===== src/rtl/wb_stage_pkg.sv =====
// Shared definitions for the write-back stage: source-select encodings,
// FSM states and RISC-V load funct3 codes.
package wb_stage_pkg;

    localparam logic [1:0] SRC_RESULT  = 2'b00;
    localparam logic [1:0] SRC_DATAMEM = 2'b01;
    localparam logic [1:0] SRC_CSR     = 2'b10;

    typedef enum logic [1:0] {
        IDLE      = 2'd0,
        WAIT_LOAD = 2'd1,
        DRAIN     = 2'd2
    } wb_state_t;

    localparam logic [2:0] F3_LB  = 3'b000;
    localparam logic [2:0] F3_LH  = 3'b001;
    localparam logic [2:0] F3_LW  = 3'b010;
    localparam logic [2:0] F3_LD  = 3'b011;
    localparam logic [2:0] F3_LBU = 3'b100;
    localparam logic [2:0] F3_LHU = 3'b101;
    localparam logic [2:0] F3_LWU = 3'b110;

endpackage


===== src/rtl/load_align.sv =====
// Combinational load alignment: shifts the naturally aligned memory word down
// to the addressed byte and sign/zero-extends according to the load type.
module load_align
    import wb_stage_pkg::*;
#(
    parameter  int XLEN  = 32,
    localparam int OFF_W = $clog2(XLEN / 8)
) (
    input  logic [2:0]       funct3,
    input  logic [OFF_W-1:0] offset,
    input  logic [XLEN-1:0]  raw,
    output logic [XLEN-1:0]  data
);

    logic [XLEN-1:0] shifted;

    assign shifted = raw >> {offset, 3'b000};

    always_comb begin
        // NOTE: default assignment first so every path drives data and no latch is inferred.
        data = '0;
        case (funct3)
            F3_LB: begin
                data      = {XLEN{shifted[7]}};
                data[7:0] = shifted[7:0];
            end
            F3_LH: begin
                data       = {XLEN{shifted[15]}};
                data[15:0] = shifted[15:0];
            end
            F3_LW: begin
                data       = {XLEN{shifted[31]}};
                data[31:0] = shifted[31:0];
            end
            F3_LBU: data[7:0]  = shifted[7:0];
            F3_LHU: data[15:0] = shifted[15:0];
            F3_LD: begin
                if (XLEN == 64) data = shifted;
                else            data[31:0] = shifted[31:0];
            end
            // LWU and undefined encodings fall back to a zero-extended word.
            F3_LWU:  data[31:0] = shifted[31:0];
            default: data[31:0] = shifted[31:0];
        endcase
    end

endmodule


===== src/rtl/wb_stage.sv =====
// Write-back stage: selects the writeback source, waits for load responses,
// aligns load data, and produces a registered register-file write port.
module wb_stage
    import wb_stage_pkg::*;
#(
    parameter  int XLEN  = 32,
    parameter  int RA_W  = 5,
    parameter  int CNT_W = 64,
    localparam int OFF_W = $clog2(XLEN / 8)
) (
    input  logic             clk,
    input  logic             rst_n,
    input  logic             in_valid,
    output logic             in_ready,
    input  logic [2:0]       wb_src,
    input  logic [RA_W-1:0]  rd,
    input  logic [XLEN-1:0]  result,
    input  logic [XLEN-1:0]  csr_dataout,
    input  logic [2:0]       ld_funct3,
    input  logic [OFF_W-1:0] ld_offset,
    input  logic             dmem_rvalid,
    input  logic [XLEN-1:0]  dmem_rdata,
    input  logic             flush,
    output logic             wen,
    output logic [RA_W-1:0]  reg_addr,
    output logic [XLEN-1:0]  rdata,
    output logic             busy,
    output logic [CNT_W-1:0] instret
);

    wb_state_t        state, state_nxt;
    logic [RA_W-1:0]  cap_rd;
    logic             cap_we;
    logic [2:0]       cap_funct3;
    logic [OFF_W-1:0] cap_offset;

    logic             accept, is_load;
    logic [XLEN-1:0]  src_data, load_data;
    logic             wr_fire, wr_en;
    logic [RA_W-1:0]  wr_addr;
    logic [XLEN-1:0]  wr_data;

    assign in_ready = (state == IDLE);
    assign busy     = (state != IDLE);
    // A flush in IDLE squashes whatever MEM is presenting this cycle.
    assign accept   = in_valid && in_ready && !flush;
    assign is_load  = (wb_src[1:0] == SRC_DATAMEM);

    load_align #(.XLEN(XLEN)) u_load_align (
        .funct3 (cap_funct3),
        .offset (cap_offset),
        .raw    (dmem_rdata),
        .data   (load_data)
    );

    always_comb begin
        case (wb_src[1:0])
            SRC_RESULT: src_data = result;
            SRC_CSR:    src_data = csr_dataout;
            default:    src_data = result;
        endcase
    end

    always_ff @(posedge clk or negedge rst_n) begin
        // NOTE: non-blocking assignments for all clocked state avoid simulation races.
        if (!rst_n) state <= IDLE;
        else        state <= state_nxt;
    end

    always_comb begin
        state_nxt = state;
        case (state)
            IDLE:      if (accept && is_load) state_nxt = WAIT_LOAD;
            WAIT_LOAD: begin
                if (dmem_rvalid) state_nxt = IDLE;
                else if (flush)  state_nxt = DRAIN;
            end
            DRAIN:     if (dmem_rvalid) state_nxt = IDLE;
            default:   state_nxt = IDLE;
        endcase
    end

    // Write request for the coming edge; wr_fire marks a retiring instruction.
    always_comb begin
        wr_fire = 1'b0;
        wr_en   = 1'b0;
        wr_addr = rd;
        wr_data = src_data;
        case (state)
            IDLE: if (accept && !is_load) begin
                wr_fire = 1'b1;
                wr_en   = wb_src[2] && (rd != '0);
            end
            WAIT_LOAD: if (dmem_rvalid && !flush) begin
                wr_fire = 1'b1;
                wr_en   = cap_we && (cap_rd != '0);
                wr_addr = cap_rd;
                wr_data = load_data;
            end
            default: ;
        endcase
    end

    always_ff @(posedge clk or negedge rst_n) begin
        if (!rst_n) begin
            cap_rd     <= '0;
            cap_we     <= 1'b0;
            cap_funct3 <= '0;
            cap_offset <= '0;
        end else if (accept && is_load) begin
            cap_rd     <= rd;
            cap_we     <= wb_src[2];
            cap_funct3 <= ld_funct3;
            cap_offset <= ld_offset;
        end
    end

    always_ff @(posedge clk or negedge rst_n) begin
        if (!rst_n) begin
            wen      <= 1'b0;
            reg_addr <= '0;
            rdata    <= '0;
            instret  <= '0;
        end else begin
            wen <= wr_fire && wr_en;
            if (wr_fire && wr_en) begin
                reg_addr <= wr_addr;
                rdata    <= wr_data;
            end
            if (wr_fire) instret <= instret + 1'b1;
        end
    end

endmodule


===== config.mk =====
export PLATFORM = sky130hd
export DESIGN_NAME = wb_stage
export DESIGN_NICKNAME = d
export VERILOG_FILES = /design/src/rtl/wb_stage_pkg.sv /design/src/rtl/load_align.sv /design/src/rtl/wb_stage.sv
export SDC_FILE = /design/constraint.sdc
export NUM_CORES = 1
export LEC_CHECK = 0
export CELL_PAD_IN_SITES_DETAIL_PLACEMENT = 0
export CELL_PAD_IN_SITES_GLOBAL_PLACEMENT = 1
export CORE_MARGIN = 2
export CORE_UTILIZATION = 36
export DETAILED_ROUTE_END_ITERATION = 7
export GPL_TIMING_DRIVEN = 0
export PLACE_DENSITY = 0.84
export SETUP_SLACK_MARGIN = 0.4
export SLEW_MARGIN = 15
export SYNTH_ARGS = -nofsm -noshare
export SYNTH_HDL_FRONTEND = slang
export SYNTH_SLANG_ARGS = --single-unit
export TNS_END_PERCENT = 5

===== constraint.sdc =====
create_clock -name clk -period 4.3 [get_ports clk]
set_input_delay 0.86 -clock clk [delete_from_list [all_inputs] [get_ports clk]]
set_output_delay 0.86 -clock clk [all_outputs]
set_load 0.005 [all_outputs]

==> flow_summary.json <==
{
  "flop_cell": "dfrtp_1",
  "numSynthFlops": 115,
  "cts_buffers": 17,
  "postLayoutCoreUtil_pct": 54.60,
  "layout.cells.non_filler": 1145,
  "setup_viol": 0,
  "drv_slew": 0,
  "vias": 5872,
  "placed_cells": 1114,
  "syn_area_sq_mm": 0.006221,
  "vias_per_cell": 5.128,
  "async_reset_ff_share_pct": 100.0,
  "tightest_slew_ps": 971.8,
  "yosys_cells": 671,
  "crit_path_end_kind": "register",
  "grt_max_degree": 69,
  "cts_tree": "built",
  "grt_remaining_overflow": 0,
  "avgSynthCellArea_sq_um": 9.271,
  "crit_chain": "clkdlybuf4s50_1 > nand4bb_1 > clkbuf_1 > a21oi_1 > o21ai_0 > a22o_1",
  "synthCells": 671,
  "ir_drop_mv": 0.2684,
  "final_layout_top_logic_cells": "clkdlybuf4s50_1 (216), nand2_1 (122), dfrtp_1 (115), o21ai_0 (47)",
  "warnings": 26,
  "cts_setup_buffers": 0,
  "ys.warnings.count": 0,
  "core_area_sq_mm": 0.01712,
  "layout_min_cycle_time_ps": 2986,
  "grt_pass1_wl_um": 32770,
  "whs_ps": 372.3,
  "port_buffers": 217,
  "p_leak_nw": 4.012,
  "status": "finished, final reports clean",
  "yosysChipArea_sq_mm": 0.006221,
  "cts_buffer_depth": 2,
  "drt-total-wl_um": 21370,
  "rsz0062_at_grt": "no",
  "synth.distinct_cells": 49,
  "powerDensity_mw_per_mm2": 395.3,
  "total_power_mw": 3.694,
  "cts_resized": 0,
  "start_kind": "primary input",
  "die_w_um": 135.5,
  "required_ps": 4610,
  "num-nets-final": 1023,
  "wire_per_inst_um": 18.66,
  "drtIter0Drc": 374,
  "cp_slowest_stage_delay_ps": 510,
  "clock.latency.late_pin_ps": 420,
  "num_rows": 48,
  "ant_nets": 0,
  "dieHeight_um": 135.5,
  "hold_violations": 0,
  "critPathTopFamily": "AND-OR/OR-AND gates",
  "ios": 218,
  "cp_slowest_cell": "clkdlybuf4s50_1",
  "clk_pin_slew_worst_paths_ps": 60,
  "slew_headroom_pct": 34.61,
  "min_period_over_period_pct": 69.44
}
[flip-flops by register name, summed over array words and instances (netlist names)]
register    flops
cap_we          1
cap_offset      2
cap_funct3      3
wen             1
reg_addr        5
instret        64
cap_rd          5
state           2
rdata          32
[path summary, 6_finish.rpt]
check	slack [ps]	start	end	cells after the start
max	1310	flush	rdata[13]	6
min	370	rst_n	instret[59]	1
max reg2reg	1790	state[0]	instret[49]	5
min reg2reg	470	rdata[0]	rdata[0]	2
max in group asynchronous	3220	rst_n	rdata[12]	2
min in group clk	470	rdata[0]	rdata[0]	2
[per-layer routing]
layer	track usage [%]	part of all wire [%]	up-vias
li1	-	-	2846
met2	40.10	49	211
met4	7.002	1.6	2
met5	0	0.061	-
met3	7.295	8.2	31
met1	28.74	41	2782
[final cells by class]
type                    count  area [sq um]
clock inverters             9         177.7
well taps                 225         281.5
fillers                  1605          7771
clock buffers              22         464.2
inverters                   8         30.03
repair buffers            218          2201
plain buffers              34         141.4
multi-input cells         514          3172
flip-flops and latches    115          2878
[worst reg2reg max path: stages, from the launching register on]
cell	delay (ps)
dfrtp_1	460
nor4b_4	510
a21oi_4	180
nor4_1	870
nand4b_1	210
xnor2_1	180
[Yosys cell counts, types with 9 or more instances]
cell type | count | share of area [%]
a21oi_1 | 39 | 3.1
and3_1 | 12 | 1.2
buf_1 | 9 | 0.54
clkbuf_1 | 19 | 1.1
dfrtp_1 | 115 | 46
mux2_2 | 13 | 2.4
mux2i_1 | 20 | 3.2
nand2_1 | 122 | 7.4
nand3_1 | 28 | 2.3
nand4_1 | 23 | 2.3
nor2_1 | 39 | 2.4
nor2b_1 | 10 | 1.0
nor3_1 | 16 | 1.3
o21ai_0 | 47 | 3.8
xnor2_1 | 33 | 4.6
xor2_1 | 30 | 4.2
[power breakdown]
part / internal, mW / switching (mW) / leakage [nW]
Sequential: 1.22 / 0.104 / 1.50
Combinational: 0.456 / 0.354 / 2.19
Clock: 1.05 / 0.506 / 0.314
Total: 2.73 / 0.963 / 4.01
[cell families (layout without fill, tap and decap cells)]
group	after synthesis	in the layout	share of synthesized area [%]
AOI/OAI and AO/OA	126	126	12.27
xor gates and xnor gates	63	63	8.870
DFF	115	115	46.26
buffers and inverters	42	291	2.755
adders and majority gates	1	1	0.2011
and+or+nand+nor	289	289	23.35
muxes	35	35	6.295
[metrics by stage]
step | cell area, sq um | setup slack, ps | setup TNS [ps]
6_report | 9345 | 1314 | 0
5_1_grt | 9345 | 1108 | 0
4_1_cts | 9345 | 1301 | 0
3_5_place_dp | 8703 | 851.2 | 0
3_3_place_gp | 8675 | -2380 | -272790
2_1_floorplan | 6221 | 1897 | 0
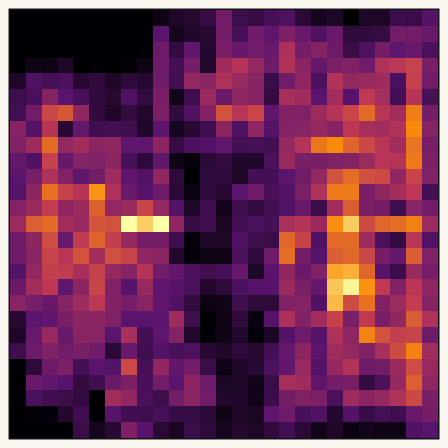
*Routed metal per tile*
The die is cut into 27 by 27 equal tiles; black is low, pale yellow is high, scaled to the fullest tile. Values are wire area over tile area, all layers added.
mean over tiles: 0.19
fullest tile: 0.65
emptiest ninth of the die: upper left
nearly empty tiles: 7.1%
tiles over half the peak: 13%

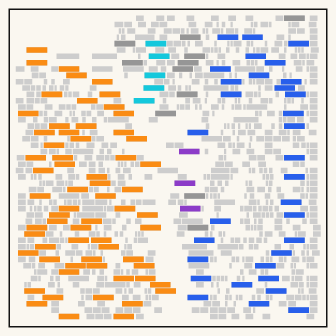
*Register map, names as in the netlist*
[orange] `instret` | flops: 64
[cyan] `cap_rd` | flops: 5 | where: top center
[purple] `cap_funct3` | flops: 3
[blue] `rdata` | flops: 32
not colored: 11

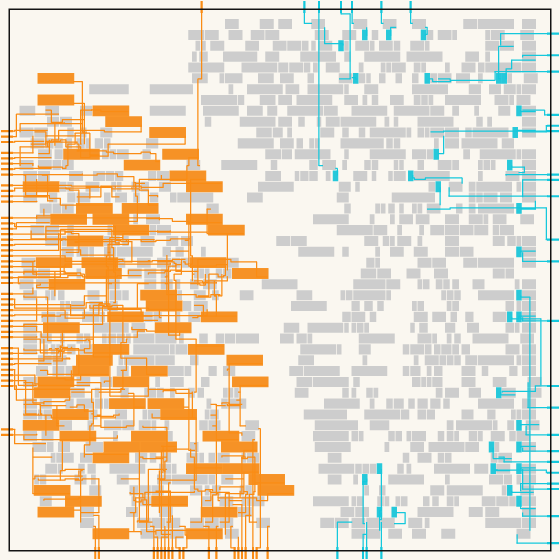
*Wires at chosen ports, followed through buffers*
[cyan] `csr_dataout` | bits: 32 | direction: input | edge: 22 right, 6 top, 4 bottom | end cells: 32 | buffers: 32 | wire: 675 um
[orange] `instret` | bits: 64 | direction: output | edge: 44 left, 19 bottom, 1 top | end cells: 64 | buffers: 64 | wire: 3420 um

Power is estimated from default activity; no workload was simulated.
